## config.mk

```make
export PLATFORM = sky130hd
export DESIGN_NAME = instr_fetch
export DESIGN_NICKNAME = d
export VERILOG_FILES = /design/src/rtl/instr_fetch.sv
export SDC_FILE = /design/constraint.sdc
export NUM_CORES = 1
export LEC_CHECK = 0
export ABC_CLOCK_PERIOD_IN_PS = 1700
export CELL_PAD_IN_SITES_DETAIL_PLACEMENT = 1
export CELL_PAD_IN_SITES_GLOBAL_PLACEMENT = 2
export CORE_ASPECT_RATIO = 1.75
export CORE_MARGIN = 2
export CORE_UTILIZATION = 27
export CTS_BUF_LIST = sky130_fd_sc_hd__clkbuf_4 sky130_fd_sc_hd__clkbuf_8 sky130_fd_sc_hd__clkbuf_16
export CTS_CLUSTER_SIZE = 40
export DETAILED_ROUTE_END_ITERATION = 16
export HOLD_SLACK_MARGIN = 0.06
export PLACE_DENSITY = 0.79
export SYNTH_ARGS = -nofsm -noshare
export SYNTH_HDL_FRONTEND = slang
export SYNTH_SLANG_ARGS = --single-unit
```

## constraint.sdc

```tcl
create_clock -name clk -period 1.7 [get_ports clk]
set_input_delay 0.51 -clock clk [delete_from_list [all_inputs] [get_ports clk]]
set_output_delay 0.51 -clock clk [all_outputs]
set_load 0.05 [all_outputs]
```

## src/rtl/instr_fetch.sv

```systemverilog
// Instruction fetch front end: drives word addresses into a 1-cycle clocked imem and buffers
// {pc, inst} in a 2-entry FIFO; credit-limited issue so decode stalls never drop or duplicate words.

// Small generic FIFO with synchronous flush; count/head are registered, no bypass.
// Caller guarantees no push when full and no pop when empty.
module if_fifo #(
   parameter int W     = 8,
   parameter int DEPTH = 2
) (
   input  logic                         clk,
   input  logic                         rst_n,
   input  logic                         flush,
   input  logic                         push,
   input  logic [W-1:0]                 push_dat,
   input  logic                         pop,
   output logic [W-1:0]                 head_dat,
   output logic [$clog2(DEPTH+1)-1:0]   count
);
   localparam int PW = (DEPTH > 1) ? $clog2(DEPTH) : 1;
   localparam int CW = $clog2(DEPTH + 1);

   logic [W-1:0]  mem [DEPTH];
   logic [PW-1:0] rd_ptr;
   logic [PW-1:0] wr_ptr;

   function automatic logic [PW-1:0] next_ptr(input logic [PW-1:0] p);
      return (p == PW'(DEPTH - 1)) ? '0 : p + PW'(1);
   endfunction

   always_ff @(posedge clk or negedge rst_n) begin
      if (!rst_n) begin
         for (int i = 0; i < DEPTH; i++) begin
            mem[i] <= '0;
         end
         rd_ptr <= '0;
         wr_ptr <= '0;
         count  <= '0;
      end else if (flush) begin
         rd_ptr <= '0;
         wr_ptr <= '0;
         count  <= '0;
      end else begin
         if (push) begin
            mem[wr_ptr] <= push_dat;
            wr_ptr      <= next_ptr(wr_ptr);
         end
         if (pop) begin
            rd_ptr <= next_ptr(rd_ptr);
         end
         count <= count + CW'(push) - CW'(pop);
      end
   end

   assign head_dat = mem[rd_ptr];

endmodule

// Fetch unit: one instruction per cycle when decode is ready; first valid 2 edges after reset/redirect.
// Backpressure via out_ready; issue stops once buffered + in-flight words would exceed 2.
module instr_fetch #(
   parameter int          ADDR_W   = 8,
   parameter int unsigned RESET_PC = 0
) (
   input  logic        clk,
   input  logic        rst_n,
   input  logic        en,
   output logic [31:0] imem_addr,
   input  logic [31:0] imem_inst,
   input  logic        redirect_valid,
   input  logic [31:0] redirect_pc,
   output logic        out_valid,
   input  logic        out_ready,
   output logic [31:0] out_inst,
   output logic [31:0] out_pc
);
   logic [ADDR_W-1:0] fetch_pc;
   logic [ADDR_W-1:0] inflight_pc;
   logic              inflight;
   logic [1:0]        count;
   logic [ADDR_W-1:0] head_pc;
   logic [31:0]       head_inst;
   logic              pop;
   logic              issue;
   logic [2:0]        occupancy;
   logic              unused_redirect_hi;

   assign out_valid = (count != 2'd0);
   assign pop       = out_valid & out_ready;

   // A word in flight already owns a buffer slot; a pop this edge frees one.
   assign occupancy = {1'b0, count} + {2'b0, inflight};
   assign issue     = en & ~redirect_valid & (occupancy < (3'd2 + {2'b0, pop}));

   always_ff @(posedge clk or negedge rst_n) begin
      if (!rst_n) begin
         fetch_pc    <= ADDR_W'(RESET_PC);
         inflight    <= 1'b0;
         inflight_pc <= '0;
      end else if (redirect_valid) begin
         fetch_pc <= redirect_pc[ADDR_W-1:0];
         inflight <= 1'b0;
      end else if (issue) begin
         inflight    <= 1'b1;
         inflight_pc <= fetch_pc;
         fetch_pc    <= fetch_pc + ADDR_W'(1);
      end else begin
         inflight <= 1'b0;
      end
   end

   // Redirect discards the returning wrong-path word and any pop on the same edge.
   if_fifo #(
      .W     (ADDR_W + 32),
      .DEPTH (2)
   ) u_buf (
      .clk      (clk),
      .rst_n    (rst_n),
      .flush    (redirect_valid),
      .push     (inflight & ~redirect_valid),
      .push_dat ({inflight_pc, imem_inst}),
      .pop      (pop & ~redirect_valid),
      .head_dat ({head_pc, head_inst}),
      .count    (count)
   );

   assign imem_addr = {{(32 - ADDR_W){1'b0}}, fetch_pc};
   assign out_pc    = {{(32 - ADDR_W){1'b0}}, head_pc};
   assign out_inst  = head_inst;

   assign unused_redirect_hi = ^redirect_pc[31:ADDR_W];

endmodule
```

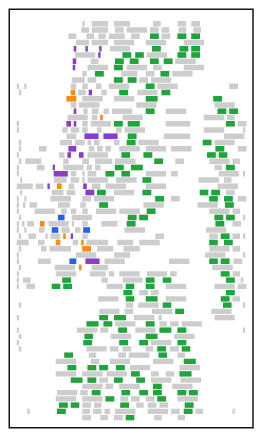
gate_families.png
legend:
  multiplexers:
    color: green
    cells: 128
  NAND gates:
    color: purple
    cells: 22
  NOR gates:
    color: orange
    cells: 10
    where: west
  XOR/XNOR gates:
    color: blue
    cells: 4
    where: west
Layout Cells excl Fill: 727
most frequent logic cell in the layout: mux2_2
share of the final layout cell area in multi-input gates: 0.327

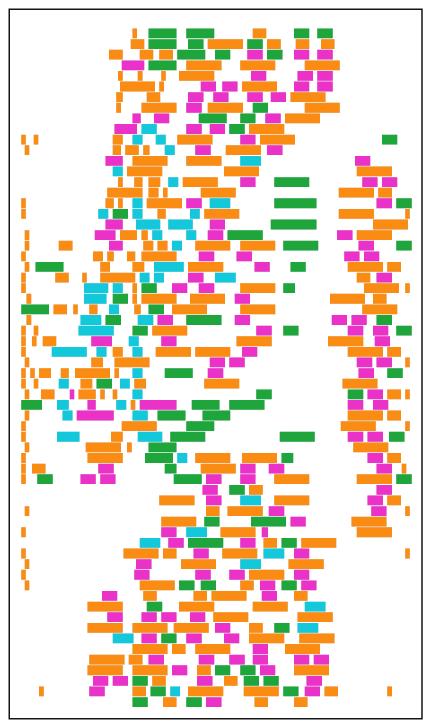
drive_strength.png
legend:
  drive 1 or less:
    color: orange
    cells: 236
    share: 48%
    most_used: dfrtp_1
  drive 2:
    color: magenta
    cells: 130
    share: 26%
    most_used: mux2_2
  drive 6 and up:
    color: green
    cells: 78
    share: 16%
    most_used: buf_6
  drive 3 to 4:
    color: cyan
    cells: 52
    share: 10%
    most_used: buf_4

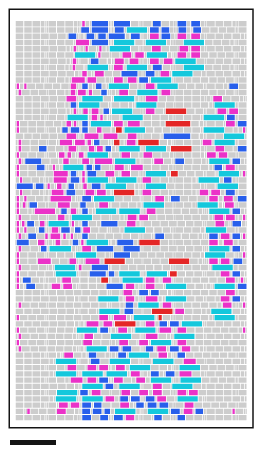
cell_classes.png
Scale bar: 20 um. Fill, decap, tap and diode cells in gray.
legend:
  flip-flops:
    color: cyan
    cells: 101
    share_of_their_area: 38%
  all other logic:
    color: magenta
    cells: 245
    share_of_their_area: 34%
  clock drivers and dummy loads:
    color: red
    cells: 16
    share_of_their_area: 4.5%
  other buffers and delay cells:
    color: blue
    cells: 134
    share_of_their_area: 23%
number of cell rows: 64
Seq/total area: 0.365
Non-Filler Cell Area, Final: 0.00693 sq mm

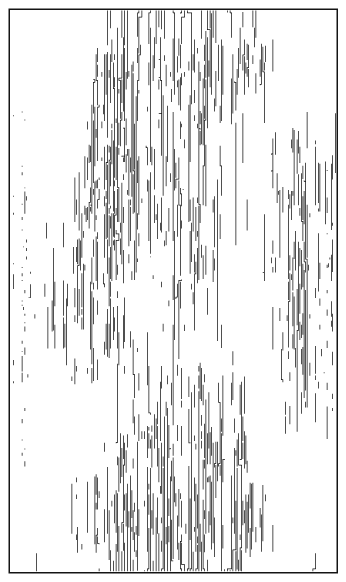
met2.png
share of all routed wire: 59%
longest straight run: 58.0 um
aggregate routed wire length: 12000 um
M2 GR Usage: 0.256
total vias in the final route: 3179

==> per-layer routing <==
metal,part of all wire,vias up,global-route usage
met5,0,-,0
met2,0.59,91,0.256
met3,0.030,9,0.0183
met1,0.36,1638,0.135
met4,0.014,0,0.0400
li1,-,1441,-
==> repair_timing <==
action / CTS / global route
setup buffers: 4 / 7
hold buffers: 1 / 0
cloned: 2 / 0
setup endpoints to repair: 103 / 60
pin swaps: 1 / 12
resized: 57 / 34
endpoints found under the hold margin: 16 / 0
==> cell type report <==
type	instances	area, sq um
fill	1814	10600
sequential	101	2530
multi-input combinational	241	2270
timing repair buffer	134	1520
tap	231	289
clock buffer	10	233
clock inverter	6	68.8
inverter	4	15.0
==> critical path: stages, from the launching register on <==
cell and delay [ns]:
dfrtp_2 0.41, buf_12 0.19, mux2_2 0.37, buf_6 0.16
==> how the worst max path moves through the flow <==
stage | startpoint | end | slack [ns] | cells past startpoint
global placement | redirect_valid | u_buf.mem[18] | -0.40 | 6
CTS | u_buf.rd_ptr | out_pc[5] | -0.32 | 3
floorplan | u_buf.rd_ptr | out_inst[0] | -0.11 | 3
global route | u_buf.rd_ptr | out_inst[23] | -0.34 | 3
finish | u_buf.rd_ptr | out_inst[9] | -0.28 | 3
detailed placement | redirect_valid | u_buf.mem[4] | -0.44 | 6
==> registers in the layout (all words and copies together), names as in the netlist <==
| register | flops |
|---|---|
| fetch_pc | 8 |
| u_buf.wr_ptr | 1 |
| u_buf.rd_ptr | 1 |
| inflight_pc | 8 |
| u_buf.count | 2 |
| u_buf.mem | 80 |
| inflight | 1 |
==> metrics.log <==
[flow] summary of implementation run
INFO  metric status = finished with violations
INFO  metric failed_checks = negative setup slack
INFO  metric report.final.setup_viol = 46
INFO  metric detailed_place.area = 0.00613 sq mm
INFO  metric final.setup_skew = 0.00757 ns
INFO  metric grt_pass1_vias = 3545
INFO  metric r2r_end = fetch_pc[3]
INFO  metric routed_wire_length_per_instance = 16.6 um
INFO  metric antenna_cells_inserted = 0
INFO  metric core = 0.0175 sq mm
INFO  metric tritoncts_num_sinks = 101
INFO  metric mux_share_of_area = 0.297
INFO  metric switching_share = 0.383
INFO  metric layout_cell_share_with_drive_strength_beyond_1 = 0.524
INFO  metric power-per-cell-area = 1490 mW/mm^2
INFO  metric ys_dominant_reg_cell = dfrtp_1
INFO  metric reg2reg_setup_slack = -0.05 ns
INFO  metric synthAdderAreaFrac = 0.0129
INFO  metric layout.cells.most_common_list = 117 x mux2_2, 99 x dfrtp_1, 48 x conb_1, 47 x buf_6, 42 x clkdlybuf4s50_1
INFO  metric timing.final.ws_setup = -0.284 ns
INFO  metric placement.setup.worst_slack = -0.445 ns
INFO  metric synth.most_common_cell = mux2_2
INFO  metric grt_max_degree = 41
INFO  metric synthDominantCellAreaShare = 0.520
INFO  metric postSynthAreaPerCell = 13.4 sq um
INFO  metric yosysUniqueCellTypes = 34
INFO  metric setup.worst_path.end_class = output port
INFO  metric synth.logic.top_family = multiplexers
INFO  metric drv_cap = 0
INFO  metric timing.hold.ws = 0.503 ns
INFO  metric yosysWarningCount = 0
INFO  metric ys_seq_elements = 101
INFO  metric final.setup.tns = -10.90 ns
INFO  metric hp-start = u_buf.mem[39]
INFO  metric floorplan.core_util = 0.277
INFO  metric synth-cells-yosys = 363
INFO  metric setup.worst_path.class = reg -> out
INFO  metric power_sequential = 3.60 mW
INFO  metric combinationalPowerShare = 0.450
INFO  metric synth_cells = 363
INFO  metric max-clock-path-buffers = 2
INFO  metric timing.critical_path.required = 1.19 ns
INFO  metric pwr-share-seq = 0.348
INFO  metric worst_setup_hold_path_clk_slew = 0.07 ns
INFO  metric sw_pwr = 3.97 mW
INFO  metric synth.cell_area = 0.00486 sq mm
INFO  metric synth_sequential_area_ratio = 0.520
INFO  metric dp_hpwl = 8330 um
INFO  metric post-route-period-util = 1.17
INFO  metric post_synth_most_frequent_cells = 128 x mux2_2, 101 x dfrtp_1, 48 x buf_4, 11 x nand2_1, 10 x buf_2
INFO  metric synthAoiAreaFrac = 0.0273
INFO  metric vdd.ir_drop.worst = 0.000427 V
INFO  metric h-tree-depth = 3
INFO  metric synth.largest_area_cell = dfrtp_1
INFO  metric timing.critical_path.from_type = flop
INFO  metric grt_first_pass_wirelength = 19300 um
INFO  metric die.size.x = 105 um
INFO  metric tritoncts = done
INFO  metric fin_total_pwr = 10.4 mW
INFO  metric finalCoreUtilization = 0.395
INFO  metric worstPathMaxFanout = 21
INFO  metric crit_path_dat = 1.47 ns
INFO  metric count_of_library_flops_with_an_enable_pin = 0
INFO  metric synth.cellmix.simpleShare = 0.0404
INFO  metric die_h = 181 um
INFO  metric reg2reg_depth = 7
INFO  metric die-area = 0.0191 sq mm
INFO  metric max_clock_freq = 504 MHz
Power and IR drop assume default switching activity.
